==> config.mk <==
export PLATFORM = sky130hd
export DESIGN_NAME = pipeline_ctrl
export DESIGN_NICKNAME = d
export VERILOG_FILES = /design/src/rtl/pipeline_ctrl_pkg.sv /design/src/rtl/pipeline_ctrl_hazard_detect.sv /design/src/rtl/pipeline_ctrl.sv
export SDC_FILE = /design/constraint.sdc
export NUM_CORES = 1
export LEC_CHECK = 0
export CAP_MARGIN = 25
export CORE_UTILIZATION = 30
export DETAILED_ROUTE_END_ITERATION = 10
export HOLD_SLACK_MARGIN = 0.12
export PLACE_DENSITY = 0.6
export SKIP_CTS_REPAIR_TIMING = 1
export SYNTH_ARGS = -nofsm -noshare
export SYNTH_HDL_FRONTEND = slang
export SYNTH_SLANG_ARGS = --single-unit
==> constraint.sdc <==
create_clock -name clk -period 3 [get_ports clk]
set_clock_uncertainty 0.1 [all_clocks]
set_input_delay 0.45 -clock clk [delete_from_list [all_inputs] [get_ports clk]]
set_output_delay 0.45 -clock clk [all_outputs]
set_load 0.01 [all_outputs]
==> src/rtl/pipeline_ctrl_pkg.sv <==
// pipeline_ctrl_pkg: shared state encoding and constants for the pipeline sequencer.
package pipeline_ctrl_pkg;
  typedef enum logic [1:0] {ST_IDLE = 2'd0, ST_RUN = 2'd1, ST_DRAIN = 2'd2, ST_HALTED = 2'd3} state_t;
  localparam logic [31:0] NOP_WORD = 32'h0;
  localparam logic [4:0]  REG_ZERO = 5'd0;
endpackage

==> src/rtl/pipeline_ctrl_hazard_detect.sv <==
// hazard_detect: combinational load-use hazard between ID/EX load and IF/ID sources.
module hazard_detect #(
  parameter int REG_W = 5
) (
  input  logic             idex_memread,
  input  logic [REG_W-1:0] idex_rt,
  input  logic [REG_W-1:0] ifid_rs,
  input  logic [REG_W-1:0] ifid_rt,
  output logic             load_use
);
  assign load_use = idex_memread && (idex_rt != '0) && (idex_rt == ifid_rs || idex_rt == ifid_rt);
endmodule

==> src/rtl/pipeline_ctrl.sv <==
// pipeline_ctrl: five-stage pipeline sequencer driving PC/latch enables, flush, bubble and drain-on-halt.
module pipeline_ctrl
  import pipeline_ctrl_pkg::*;
#(
  parameter int DRAIN_CYCLES = 3,
  parameter int REG_W        = 5
) (
  input  logic             clk,
  input  logic             rst_n,
  input  logic             start,
  input  logic             debug_mode,
  input  logic             step_req,
  input  logic             idex_memread,
  input  logic [REG_W-1:0] idex_rt,
  input  logic [REG_W-1:0] ifid_rs,
  input  logic [REG_W-1:0] ifid_rt,
  input  logic             branch_taken,
  input  logic             halt_instr,
  output logic             pc_we,
  output logic             ifid_le,
  output logic             ifid_flush,
  output logic             idex_bubble,
  output logic             pipe_en,
  output logic             halted,
  output logic [31:0]      cycle_count,
  output logic [15:0]      stall_count
);
  localparam int CW = $clog2(DRAIN_CYCLES + 1);
  state_t          r_state, w_next_state;
  logic [CW-1:0]   r_drain_cnt, w_next_drain;
  logic            r_step_q;
  logic [31:0]     r_cycle_count;
  logic [15:0]     r_stall_count;
  logic            w_adv, w_load_use, w_stall_inc, w_cyc_inc;
  hazard_detect #(.REG_W(REG_W)) u_hazard (
    .idex_memread(idex_memread),
    .idex_rt     (idex_rt),
    .ifid_rs     (ifid_rs),
    .ifid_rt     (ifid_rt),
    .load_use    (w_load_use)
  );
  // In debug mode only the rising edge of step_req lets the pipeline move.
  assign w_adv = debug_mode ? (step_req && !r_step_q) : 1'b1;
  always_comb begin
    w_next_state = r_state;
    w_next_drain = r_drain_cnt;
    pc_we        = 1'b0;
    ifid_le      = 1'b0;
    ifid_flush   = 1'b0;
    idex_bubble  = 1'b0;
    pipe_en      = 1'b0;
    w_stall_inc  = 1'b0;
    w_cyc_inc    = 1'b0;
    case (r_state)
      ST_IDLE: w_next_state = start ? ST_RUN : ST_IDLE;
      ST_RUN: if (w_adv) begin
        w_cyc_inc = 1'b1;
        pipe_en   = 1'b1;
        if (w_load_use) begin
          idex_bubble = 1'b1;
          w_stall_inc = 1'b1;
        end else if (halt_instr) begin
          ifid_le      = 1'b1;
          ifid_flush   = 1'b1;
          w_next_drain = CW'(DRAIN_CYCLES - 1);
          w_next_state = ST_DRAIN;
        end else begin
          pc_we      = 1'b1;
          ifid_le    = 1'b1;
          ifid_flush = branch_taken;
        end
      end
      ST_DRAIN: if (w_adv) begin
        w_cyc_inc    = 1'b1;
        pipe_en      = 1'b1;
        ifid_le      = 1'b1;
        ifid_flush   = 1'b1;
        w_next_state = (r_drain_cnt == '0) ? ST_HALTED : ST_DRAIN;
        w_next_drain = (r_drain_cnt == '0) ? r_drain_cnt : r_drain_cnt - CW'(1);
      end
      default: w_next_state = ST_HALTED;
    endcase
  end
  always_ff @(posedge clk or negedge rst_n) begin
    if (!rst_n) begin
      r_state       <= ST_IDLE;
      r_drain_cnt   <= '0;
      r_step_q      <= 1'b0;
      r_cycle_count <= '0;
      r_stall_count <= '0;
    end else begin
      r_state       <= w_next_state;
      r_drain_cnt   <= w_next_drain;
      r_step_q      <= step_req;
      r_cycle_count <= r_cycle_count + 32'(w_cyc_inc);
      if (w_stall_inc && r_stall_count != 16'hFFFF)
        r_stall_count <= r_stall_count + 16'd1;
    end
  end
  assign halted      = (r_state == ST_HALTED);
  assign cycle_count = r_cycle_count;
  assign stall_count = r_stall_count;
endmodule

**Run 1: cell area per tile**

Scale bar: 20 um. The die is cut into 10 by 10 equal tiles; white is low, dark blue is high, 0 to 100% covered.
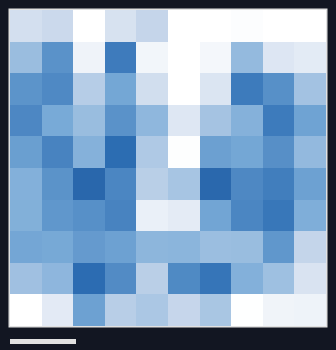
mean over tiles	39%
emptiest ninth of the die	top centre
tiles over 75% full	4.0%
fullest tile	78%
nearly empty tiles	11%

**Run 1: cell outlines without signal wires**

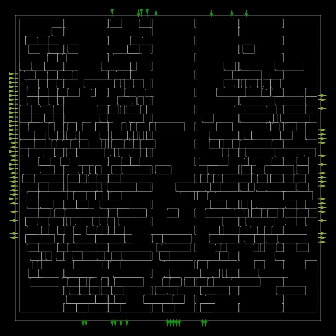
sequential share of cell area: 35.0%
number of tapcells: 108
number of fillers in the final layout: 848
Row Count: 34

**Run 1: power grid**

Scale bar: 20 um. Pins as bars on the die edge. Tap cells in grey.
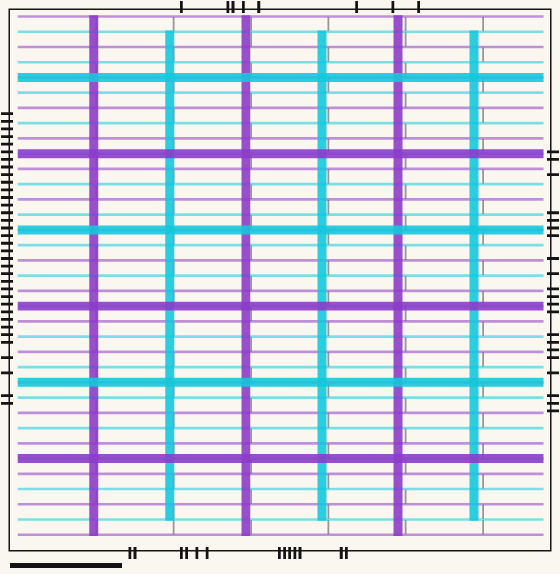
net	colour
VDD	cyan
VSS	purple
met1 rails	35
rows	34
met4 straps	6

-- run 1: worst max-delay path, stage by stage --
cell and delay [ns]:
sky130_fd_sc_hd__clkdlybuf4s50_1 0.42, sky130_fd_sc_hd__or4_4 0.54, sky130_fd_sc_hd__o21a_1 0.21, sky130_fd_sc_hd__nand2_1 0.10, sky130_fd_sc_hd__o2111ai_1 0.11, sky130_fd_sc_hd__a21boi_1 0.16
sky130_fd_sc_hd__dlymetal6s2s_1 0.18
-- run 1: per-stage QoR --
step | instances | power (mW) | hold WS, ns
2_1_floorplan | 253 | 0.993 | 0.0544
3_3_place_gp | 451 | 1.18 | 0.180
3_5_place_dp | 451 | 1.19 | 0.174
4_1_cts | 458 | 1.69 | -0.164
5_1_grt | 459 | 1.77 | 0.388
6_report | 459 | 1.66 | 0.373
==> results.py, run 1 <==
# Flow results
metrics = {
    "run_status": {
        "status": "completed",
    },
    "setup_path": {
        "cp-start-kind": "input port",
        "worst_r2r_endpoint": "cycle_count[16]",
        "cp-endpoint": "ifid_flush",
        "timing.reg2reg.worst_path_depth": 10,
        "timing.critical_path.to_type": "primary output",
    },
    "pwr": {
        "comb_power_share_pct": 21.5,
        "p_seq_share_pct": 48.9,
        "sw_frac_of_total_pct": 28.4,
        "static-leakage-power_nw": 1.69,
    },
    "final_layout": {
        "layout.nets": 382,
        "nonClkBufAreaFrac_pct": 23.4,
        "mostFrequentLayoutCell": "sky130_fd_sc_hd__clkdlybuf4s50_1",
        "numSequentialCells": 53,
        "final-seq-area_um2": 1330,
        "antenna_cells": 0,
        "most-common-layout-cells": "sky130_fd_sc_hd__clkdlybuf4s50_1 (71), sky130_fd_sc_hd__dfrtp_1 (53), sky130_fd_sc_hd__xnor2_1 (46), sky130_fd_sc_hd__nand2_1 (27), sky130_fd_sc_hd__nand3_1 (20)",
        "nNonClkInverters": 12,
    },
    "clocking": {
        "cts_num_sinks": 53,
        "tritoncts": "built",
    },
    "final_timing": {
        "final-setup-viol-count": 0,
        "timing.final.ws_setup_ns": 0.294,
        "rsz0062_at_grt": "false",
        "layout_worst_path_cycle_share_pct": 90.2,
    },
    "synth": {
        "synthesis.area_per_instance_um2": 10.6,
        "synthAoiAreaFrac_pct": 6.18,
        "largest_area_cell": "sky130_fd_sc_hd__dfrtp_1",
        "postSynth.asyncResetShare_pct": 100,
        "yosys.area_share.adder_pct": 3.75,
        "synth_seq_share_pct": 49.6,
        "yosysWarningCount": 0,
        "area_fraction_in_and_or_nand_and_nor_cells_after_synthesis_pct": 19.8,
    },
    "routing": {
        "via_per_inst": 4.78,
        "m1WireLength_um": 2690,
        "detailroute.wirelength.met2_um": 2940,
        "route.detailed.drc": 0,
        "wirelength_um": 6100,
    },
    "grt": {
        "global_route.usage.met2_pct": 23.9,
    },
    "placement": {
        "place.port_buffers": 76,
    },
    "floorplanning": {
        "die_w_um": 96.4,
    },
    "run": {
        "tool_warnings": 29,
        "maxCapViolations": 0,
    },
    "hold_path": {
        "worstHoldEndpoint": "cycle_count[31]",
    },
}
**Run 1: sequential cells grouped by signal name**

Scale bar: 20 um.
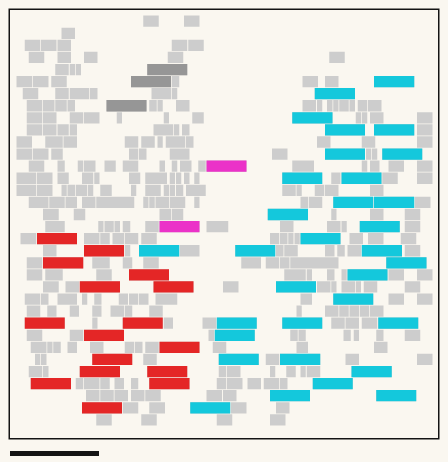

--- run 2 (diff from run 1) ---
--- a/config.mk
+++ b/config.mk
@@ -8,9 +8,11 @@
 export CAP_MARGIN = 25
 export CORE_UTILIZATION = 30
 export DETAILED_ROUTE_END_ITERATION = 10
+export DONT_BUFFER_PORTS = 1
 export HOLD_SLACK_MARGIN = 0.12
-export PLACE_DENSITY = 0.6
+export PLACE_DENSITY = 0.49
 export SKIP_CTS_REPAIR_TIMING = 1
 export SYNTH_ARGS = -nofsm -noshare
 export SYNTH_HDL_FRONTEND = slang
+export SYNTH_HIERARCHICAL = 1
 export SYNTH_SLANG_ARGS = --single-unit
==> constraint.sdc (replaced) <==
create_clock -name clk -period 3.48 [get_ports clk]
set_clock_uncertainty 0.1 [all_clocks]
set_input_delay 0.522 -clock clk [delete_from_list [all_inputs] [get_ports clk]]
set_output_delay 0.522 -clock clk [all_outputs]
set_load 0.01 [all_outputs]
**Run 2: sequential cells grouped by signal name**

Scale bar: 20 um.
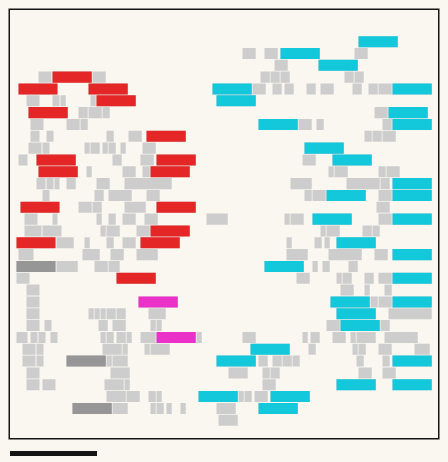
name in the netlist	colour	flops
cycle_count	cyan	32
stall_count	red	16
r_drain_cnt	magenta	2
not coloured	3

**Run 2: power grid**

Scale bar: 20 um. Pins as bars on the die edge. Tap cells in grey.
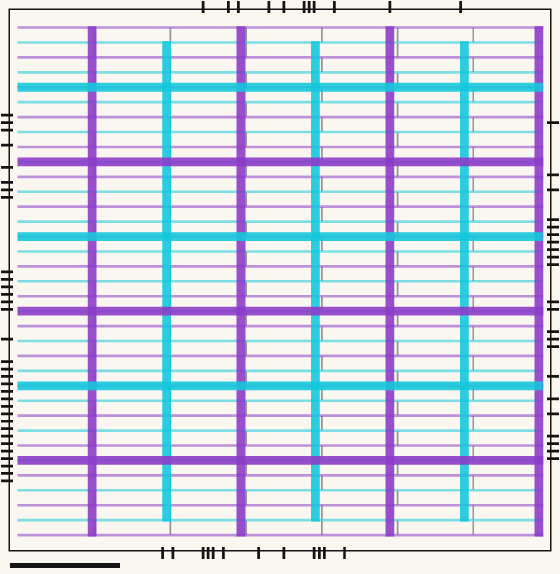
net	colour
VDD	cyan
VSS	purple
met4 straps	7
tap cells	108

**Run 2: cell area per tile**

Scale bar: 20 um. The die is cut into 10 by 10 equal tiles; white is low, dark blue is high, 0 to 100% covered.
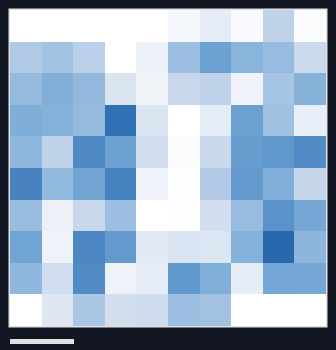
fullest tile	78%
tiles over 75% full	1.0%
emptiest ninth of the die	top centre

==> run 2 against run 1 <==
  * The run now ends with DRC left
  * Non-clock buffer count shrank 89
  * Critical path depth shrank 1
  * Register-to-register slack gained 0.65 ns
  * Worst hold slack lost 0.035 ns
  * Synthesized cell count grew 2.4%
  * Setup slack gained 0.69 ns
  * Wire length shrank 4.4%
  * Clock-buffer cell count grew 1
  * Critical path type unchanged
  * Highest routed layer is now met3
==> results.py, run 2 <==
# Flow results
metrics = {
    "run_status": {
        "status": "complete, but fails checks",
        "failed_checks": "DRC",
    },
    "routing": {
        "via_per_inst": 5.11,
        "route.detailed.drc": 5,
    },
    "setup_path": {
        "cp-start-kind": "input port",
        "critical-path-top-delay-family": "simple AND/OR/NAND/NOR gates",
        "cp-endpoint": "ifid_flush",
        "timing.critical_path.slowest_stage_cell": "sky130_fd_sc_hd__or4_1",
        "timing.critical_path.to_type": "primary output",
        "critPathBufInv": 0,
    },
    "final_timing": {
        "fin_hold_ws_ns": 0.338,
        "final-setup-viol-count": 0,
        "timing.final.ws_setup_ns": 0.981,
        "rsz0062_at_grt": "false",
    },
    "clocking": {
        "cts_num_sinks": 53,
    },
    "floorplanning": {
        "tap-cell-count": 108,
        "num_rows": 34,
    },
    "synth": {
        "largest_area_cell": "sky130_fd_sc_hd__dfrtp_1",
        "synthesis.area_per_instance_um2": 10.8,
        "postSynth.asyncResetShare_pct": 100,
    },
    "final_layout": {
        "area.share.sequential_pct": 43.5,
        "antenna_cells": 0,
        "fillerInstances": 903,
    },
    "placement": {
        "place.port_buffers": 0,
    },
}
run 2: cell count changes after synthesis, sizes merged, moves of 3 or more:
cell	delta
nand4	+5
nor3	+5
xor2	+8
xnor2	-8
nor2	-8
clkbuf	+4
nand2	-9
mux2i	+3
run 2: kinds of logic after synthesis:
| group | synth area share, % |
|---|---|
| xor+xnor | 17.0 |
| compound gates | 4.26 |
| buf+inv | 2.60 |
| flops | 47.6 |
| mux | 1.89 |
| fa+ha+maj | 4.04 |
| simple gates | 22.7 |
run 2: report_power, final:
part,internal [mW],switching (mW)
sequential,0.657,0.0626
clock,0.216,0.207
combinational,0.0618,0.0810
total,0.935,0.351
run 2: metal layers:
layer / routed length (um) / vias to the layer above
met5: 0 / -
met4: 0 / 0
met3: 467 / 0
met2: 2860 / 68
met1: 2510 / 910
li1: - / 923
**Run 2: cell outlines without signal wires**

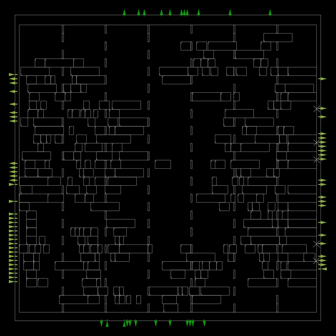

--- run 3 (diff from run 2) ---
==> constraint.sdc (replaced) <==
create_clock -name clk -period 2.4 [get_ports clk]
set_clock_uncertainty 0.1 [all_clocks]
set_input_delay 0.36 -clock clk [delete_from_list [all_inputs] [get_ports clk]]
set_output_delay 0.36 -clock clk [all_outputs]
set_load 0.01 [all_outputs]
**Run 3: cell outlines without signal wires**

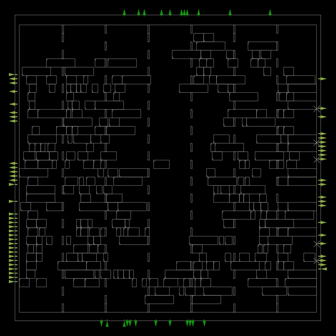
count of non-filler cells in the finished layout: 382
layout sequential cell count: 53

**Run 3: I/O nets highlighted**

Scale bar: 20 um.
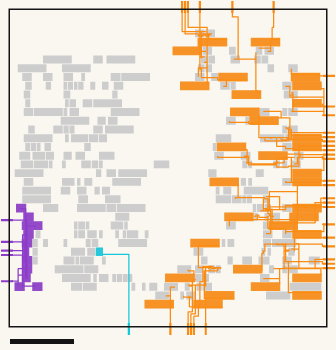
port	colour	direction	edge	end cells	buffers	wire
idex_rt	purple	input	left	12	0	99.8 um
cycle_count	orange	output	21 right, 6 top, 5 bottom	32	0	1010 um
pc_we	cyan	output	bottom	1	0	30.2 um

**Run 3: cell area per tile**

Scale bar: 20 um. The die is cut into 10 by 10 equal tiles; white is low, dark blue is high, 0 to 100% covered.
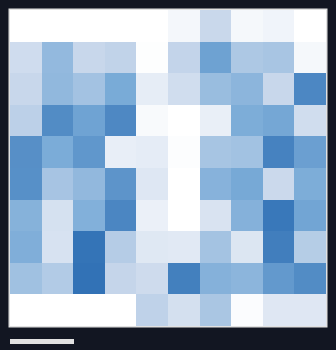
nearly empty tiles	16%
fullest tile	73%
mean over tiles	31%

==> run 3 against run 2 <==
  * The run still ends with DRC left
  * Global-route usage is 0.059 points higher
  * Worst hold slack worse by 0.17 ns
  * Non-clock buffer count is 10 higher
  * Critical endpoint is now cycle_count[16]
  * Power is 38% higher
  * Setup slack worse by 0.80 ns
  * Synthesized cell count stayed put
  * Sequential share of layout area is 0.91 points lower
  * Register-to-register slack worse by 0.84 ns
==> results.py, run 3 <==
# Flow results
metrics = {
    "routing": {
        "top_signal_layer_used": "met4",
        "route.detailed.drc": 5,
        "wirelength_um": 6060,
        "m1WireLength_um": 2590,
    },
    "placement": {
        "post-place-cells": 370,
    },
    "setup_path": {
        "timing.reg2reg.worst_path_depth": 10,
        "worst_r2r_endpoint": "cycle_count[16]",
        "worst_path_largest_cell_delay_ns": 0.38,
        "timing.critical_path.mode_cell": "sky130_fd_sc_hd__ha_1",
        "cp-endpoint": "cycle_count[16]",
        "cp-start-kind": "register",
        "timing.critical_path.depth": 10,
    },
    "floorplanning": {
        "num_rows": 34,
        "die_w_um": 98.4,
    },
    "final_timing": {
        "timing.final.ws_setup_ns": 0.176,
    },
    "pwr": {
        "switching_power_mw": 0.513,
    },
    "final_layout": {
        "most-common-layout-cells": "sky130_fd_sc_hd__dfrtp_1 (53), sky130_fd_sc_hd__xnor2_1 (38), sky130_fd_sc_hd__nand3_1 (22), sky130_fd_sc_hd__nand2_1 (18)",
        "antenna_cells": 0,
    },
    "run_status": {
        "status": "complete, but fails checks",
        "failed_checks": "DRC",
    },
    "grt": {
        "global_route.usage.met2_pct": 20.9,
    },
    "clocking": {
        "tritoncts": "built",
    },
    "run": {
        "maxCapViolations": 0,
        "tool_warnings": 30,
    },
    "synth": {
        "synth_seq_share_pct": 47.6,
    },
}
==> run 3: cell types whose count changed in the layout (fill, tap and decap cells not counted), sizes merged <==
cell	previous run	this run
buf	1	11
clkinvlp	0	2
bufinv	1	0
clkinv	1	0
==> run 3: logic make-up after synthesis <==
logic type                 Yosys count  synth area share [%]
DFF                                 53                  47.6
adders and majority gates            9                  4.04
AOI/OAI and AO/OA                   17                  4.26
xor gates and xnor gates            54                  17.0
muxes                                5                  1.89
and+or+nand+nor                    104                  22.7
buffers and inverters               17                  2.60
==> run 3: area by class of cell <==
cell class	count	area (um2)
clock buffers	6	72.6
clock inverters	2	15.0
fillers	903	5730
inverters	11	41.3
multi-input cells	189	1400
flip-flops and latches	53	1330
well taps	108	135
repair buffers	13	123
Power and IR drop assume default switching activity.
